Fig. 1: the metal 1 layer
Scale bar: 20 µm.
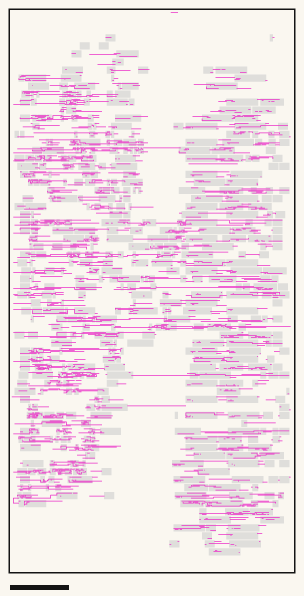
Fig. 2: met2 routing
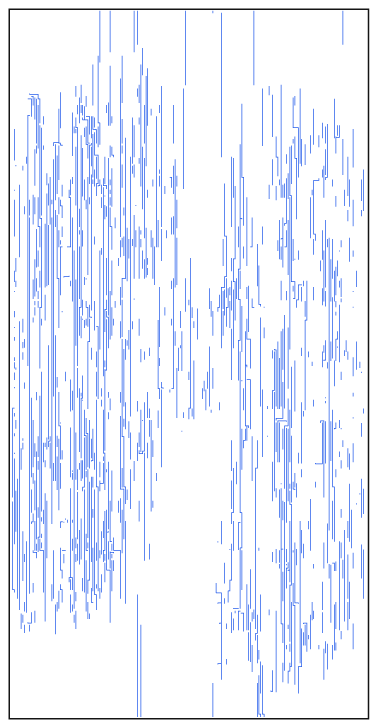
Fig. 3: metal 3
Scale bar: 20 µm.
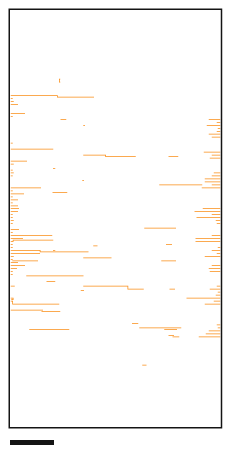
Fig. 4: signal wires on met4
Scale bar: 20 µm.
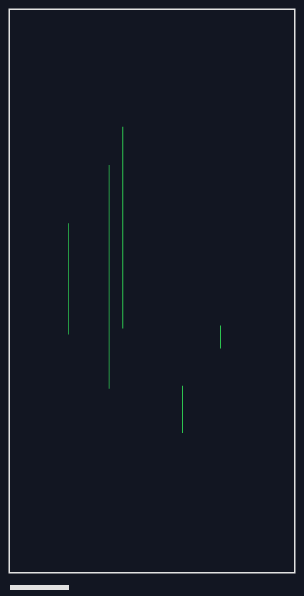
Fig. 5: clock wiring as the flow saved it
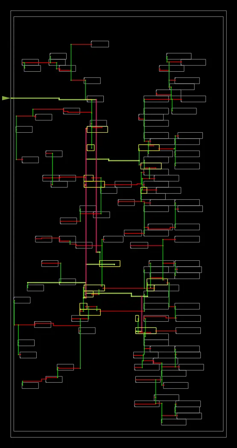
===== src/rtl/fetch_pkg.sv =====
// Shared constants and helpers for the 65HE06 instruction prefetch path.
package fetch_pkg;

  localparam int WORD_W = 16;
  localparam int INC_1W = 2;   // byte step for one 16-bit word
  localparam int INC_2W = 4;   // byte step for two 16-bit words

  typedef logic [WORD_W-1:0] word_t;

  // Width of a counter that must hold 0..depth inclusive.
  function automatic int cnt_width(input int depth);
    return $clog2(depth + 1);
  endfunction

endpackage


===== src/rtl/word_fifo.sv =====
// Circular buffer of 16-bit instruction words: one push, zero/one/two pops per cycle,
// exposing the head word, the word behind it and the fill count.
module word_fifo
  import fetch_pkg::*;
#(
  parameter  int DEPTH = 4,
  localparam int CNT_W = cnt_width(DEPTH)
) (
  input  logic             clk,
  input  logic             rst,
  input  logic             clear,
  input  logic             push,
  input  word_t            push_data,
  input  logic             pop,
  input  logic             pop2,
  output word_t            head,
  output word_t            head_next,
  output logic [CNT_W-1:0] count
);

  localparam int PTR_W = $clog2(DEPTH);

  logic [PTR_W-1:0] rd_ptr;
  logic [PTR_W-1:0] wr_ptr;
  logic [PTR_W-1:0] rd_ptr_nxt;
  logic [1:0]       pop_n;
  word_t            store [DEPTH];

  assign pop_n      = pop ? (pop2 ? 2'd2 : 2'd1) : 2'd0;
  assign rd_ptr_nxt = rd_ptr + PTR_W'(1);

  // NOTE: sequential state is updated with <= only, so every block sees pre-edge values.
  always_ff @(posedge clk) begin
    if (rst || clear) begin
      rd_ptr <= '0;
      wr_ptr <= '0;
      count  <= '0;
    end else begin
      if (push) wr_ptr <= wr_ptr + PTR_W'(1);
      rd_ptr <= rd_ptr + PTR_W'(pop_n);
      count  <= count + CNT_W'(push) - CNT_W'(pop_n);
    end
  end

  // NOTE: storage is deliberately not reset; the outputs below are masked by count instead.
  always_ff @(posedge clk) begin
    if (push) store[wr_ptr] <= push_data;
  end

  assign head      = (count != '0)         ? store[rd_ptr]     : '0;
  assign head_next = (count >= CNT_W'(2))  ? store[rd_ptr_nxt] : '0;

endmodule


===== src/rtl/prefetch_unit.sv =====
// Instruction prefetch unit: streams words from memory into a small queue ahead of the
// decoder, tracks in-flight requests and discards stale responses after a redirect.
module prefetch_unit
  import fetch_pkg::*;
#(
  parameter int              ADDR_W   = 16,
  parameter int              DEPTH    = 4,
  parameter int              MAX_OUT  = 2,
  parameter logic [ADDR_W-1:0] RESET_PC = '0
) (
  input  logic              clk,
  input  logic              rst,
  output logic              mem_req,
  output logic [ADDR_W-1:0] mem_addr,
  input  logic              mem_ready,
  input  logic              mem_rvalid,
  input  word_t             mem_rdata,
  input  logic              redir_valid,
  input  logic [ADDR_W-1:0] redir_pc,
  output logic              d_valid,
  output logic [ADDR_W-1:0] d_pc,
  output word_t             d_opc,
  output word_t             d_arg,
  input  logic              d_take,
  input  logic              d_len2
);

  localparam int CNT_W = cnt_width(DEPTH);
  localparam int OUT_W = $clog2(MAX_OUT + 1);
  localparam int SUM_W = ((CNT_W > OUT_W) ? CNT_W : OUT_W) + 1;
  localparam logic [ADDR_W-1:0] START_PC = {RESET_PC[ADDR_W-1:1], 1'b0};

  logic [ADDR_W-1:0] fetch_pc;
  logic [ADDR_W-1:0] head_pc;
  logic [ADDR_W-1:0] redir_target;
  logic [OUT_W-1:0]  outstanding;
  logic [OUT_W-1:0]  out_next;
  logic [OUT_W-1:0]  kill;
  logic [CNT_W-1:0]  count;
  logic [SUM_W-1:0]  inflight;
  logic              accept;
  logic              push;
  logic              take;
  logic              redir_lsb_unused;

  assign redir_lsb_unused = redir_pc[0];
  assign redir_target     = {redir_pc[ADDR_W-1:1], 1'b0};

  // Words already queued plus words still coming back that will actually be kept.
  assign inflight = SUM_W'(count) + SUM_W'(outstanding) - SUM_W'(kill);

  assign mem_req  = ~rst & ~redir_valid
                  & (inflight < SUM_W'(DEPTH))
                  & (outstanding < OUT_W'(MAX_OUT));
  assign mem_addr = fetch_pc;
  assign accept   = mem_req & mem_ready;

  assign push     = mem_rvalid & ~redir_valid & (kill == '0);
  assign d_valid  = ~rst & ~redir_valid & (count >= CNT_W'(2));
  assign take     = d_take & d_valid;
  assign out_next = outstanding + OUT_W'(accept) - OUT_W'(mem_rvalid);
  assign d_pc     = head_pc;

  always_ff @(posedge clk) begin
    if (rst) begin
      fetch_pc    <= START_PC;
      head_pc     <= START_PC;
      outstanding <= '0;
      kill        <= '0;
    end else begin
      outstanding <= out_next;
      if (redir_valid) begin
        // Everything still pending after this edge belongs to the old stream.
        fetch_pc <= redir_target;
        head_pc  <= redir_target;
        kill     <= out_next;
      end else begin
        if (accept) fetch_pc <= fetch_pc + ADDR_W'(INC_1W);
        if (take)   head_pc  <= head_pc + (d_len2 ? ADDR_W'(INC_2W) : ADDR_W'(INC_1W));
        if (mem_rvalid && (kill != '0)) kill <= kill - OUT_W'(1);
      end
    end
  end

  word_fifo #(
    .DEPTH (DEPTH)
  ) u_queue (
    .clk       (clk),
    .rst       (rst),
    .clear     (redir_valid),
    .push      (push),
    .push_data (mem_rdata),
    .pop       (take),
    .pop2      (d_len2),
    .head      (d_opc),
    .head_next (d_arg),
    .count     (count)
  );

endmodule


===== config.mk =====
export PLATFORM = sky130hd
export DESIGN_NAME = prefetch_unit
export DESIGN_NICKNAME = d
export VERILOG_FILES = /design/src/rtl/fetch_pkg.sv /design/src/rtl/word_fifo.sv /design/src/rtl/prefetch_unit.sv
export SDC_FILE = /design/constraint.sdc
export NUM_CORES = 1
export LEC_CHECK = 0
export CAP_MARGIN = 10
export CELL_PAD_IN_SITES_DETAIL_PLACEMENT = 0
export CELL_PAD_IN_SITES_GLOBAL_PLACEMENT = 2
export CORE_ASPECT_RATIO = 2
export CORE_UTILIZATION = 31
export CTS_CLUSTER_DIAMETER = 60
export DETAILED_ROUTE_END_ITERATION = 7
export GPL_ROUTABILITY_DRIVEN = 1
export GPL_TIMING_DRIVEN = 0
export HOLD_SLACK_MARGIN = 0.1
export PLACE_DENSITY = 0.81
export REMOVE_ABC_BUFFERS = 1
export SLEW_MARGIN = 20
export SYNTH_ARGS = -nofsm -noshare
export SYNTH_HDL_FRONTEND = slang
export SYNTH_HIERARCHICAL = 1
export SYNTH_SLANG_ARGS = --single-unit

===== constraint.sdc =====
create_clock -name clk -period 3.25 [get_ports clk]
set_input_delay 0.4875 -clock clk [delete_from_list [all_inputs] [get_ports clk]]
set_output_delay 0.4875 -clock clk [all_outputs]
set_load 0.02 [all_outputs]

==> results.json <==
{
  "outcome": "completed",
  "internal_power_uw": 2230,
  "fin_area_um2": 7040,
  "port_buffers": 101,
  "place_inst": 742,
  "tns_ns": 0,
  "seq_power_share_pct": 49.7,
  "bufAreaShareNonClock_pct": 15.4,
  "layout_top_cell": "clkdlybuf4s50_1",
  "areaGrowthSynthToFinish_pct": 28.1,
  "path_buffers": 4,
  "arrival_ns": 3.35,
  "netlist.area_leader.share_pct": 35.0,
  "synth.area.top_cells": "edfxtp_1 (35%), dfxtp_1 (15%), mux4_2 (13%)",
  "crit_slowest_cell": "fa_1",
  "fin_crit_sh_pct": 95.7,
  "maxSlewViolCount": 0,
  "final_util_pct": 40.8,
  "avgSynthCellArea_um2": 12.2,
  "hold_violations": 0,
  "synth_stat.cells": 452,
  "synth_warnings": 6,
  "nWellTaps": 210,
  "finalSetupViolations": 0,
  "seq_share_pct": 39.0,
  "drt_iter0_markers": 133,
  "power-top-group": "sequential cells",
  "critPathCaptureType": "flip-flop",
  "cpMostUsedCell": "inv_1",
  "clk_pin_slew_ns": 0.08,
  "ys_sh_aoi_pct": 8.92,
  "edf_count": 64,
  "drc_errors": 0,
  "powerDensity_nw_per_um2": 434,
  "antenna_cells": 0,
  "peakVddDrop_uv": 239,
  "largest_cell_class": "registers",
  "layout_top_cells": "clkdlybuf4s50_1 (98), edfxtp_1 (64), dfxtp_1 (37), nand2_1 (31), mux4_2 (31)",
  "dp_hpwl_um": 10300,
  "reg2reg_slack_ns": 0.14,
  "regToRegStartpoint": "outstanding[1]",
  "sh_comb_area_pct": 36.2,
  "largest_reg_flops": 64,
  "clk_path_buf_depth": 2,
  "cts_tree": "yes",
  "numClockSinks": 105,
  "coreArea_um2": 17300,
  "ys_seq_share_pct": 49.9,
  "relSlewSlack_pct": 40.6,
  "top_cells_by_count": "edfxtp_1 (64), dfxtp_1 (41), mux4_2 (31), nand2_1 (31), inv_1 (28)",
  "xor_share_pct": 1.91,
  "cts_resized": 7,
  "crit_chain": "inv_4 -> fa_1 -> inv_1 -> ha_1 -> nand3b_1 -> nor4b_4 -> buf_4 -> o21ai_4 -> ha_4 -> inv_1 -> ha_2 -> xnor2_2 -> xnor2_1 -> nor2_1 -> a22o_1",
  "cpLargestDelayFamily": "adder cells",
  "pg_clk_uw": 1050,
  "met1_length_um": 5020,
  "multi_input_comb_cells": 295,
  "clkPwrFrac_pct": 34.5,
  "initCoreUtil_pct": 31.8,
  "busiest_layer": "met2",
  "r2r_end": "kill[1]",
  "hold_path.startpoint": "mem_addr[13]",
  "critPathLaunchType": "flip-flop",
  "whs_ns": 0.540,
  "netlist_instances": 452,
  "reg2regPathDepth": 15,
  "track_usage_pct": 16.0,
  "endpoint": "kill[1]",
  "cts_root_buf": "clkbuf_16",
  "max_stage_delay_ns": 0.53,
  "boundaryPins": 105,
  "yosysTopAreaCell": "edfxtp_1",
  "dr.max_layer_used": "met4",
  "grt_overflow": 0,
  "buffers": 110,
  "grt_pass1_vias": 4175,
  "adder_share_pct": 4.51,
  "ys_sh_mux_pct": 13.9,
  "async_flop_share_pct": 0,
  "tool_warnings": 30,
  "yosysChipArea_um2": 5500,
  "drive_gt1_share_pct": 15.0,
  "flop_cell": "edfxtp_1",
  "cp_max_fo": 3
}
Notes on Fig. 1 above:
share of all routed wire: 36%
main direction: horizontal
nets with wire on the layer: 518
wire length on this layer: 5020 µm
longest straight run: 36.3 µm
vias post-DR: 3979
GR Layer Usage met1: 16.8%

Notes on Fig. 2 above:
longest straight run: 101 µm
share of all routed wire: 57%
main direction: vertical
nets with wire on the layer: 536
wire length on this layer: 7850 µm
DRT Wirelength: 13800 µm
M2 GR Usage: 31.1%

Notes on Fig. 3 above:
share of all routed wire: 5.2%
longest straight run: 25.8 µm
nets with wire on the layer: 107
wire length on this layer: 714 µm
met3 Usage GRT: 2.67%

Notes on Fig. 4 above:
longest straight run: 75.5 µm
nets with wire on the layer: 4
wire length on this layer: 204 µm
share of all routed wire: 1.5%
main direction: vertical

Notes on Fig. 5 above:
CLK BUF: 10
Setup Skew: 0.00642 ns
Inserted Clock Buffers: 9
seq_cells: 105
Insertion Delay late pin: 0.34 ns

Power is estimated from default activity; no workload was simulated.
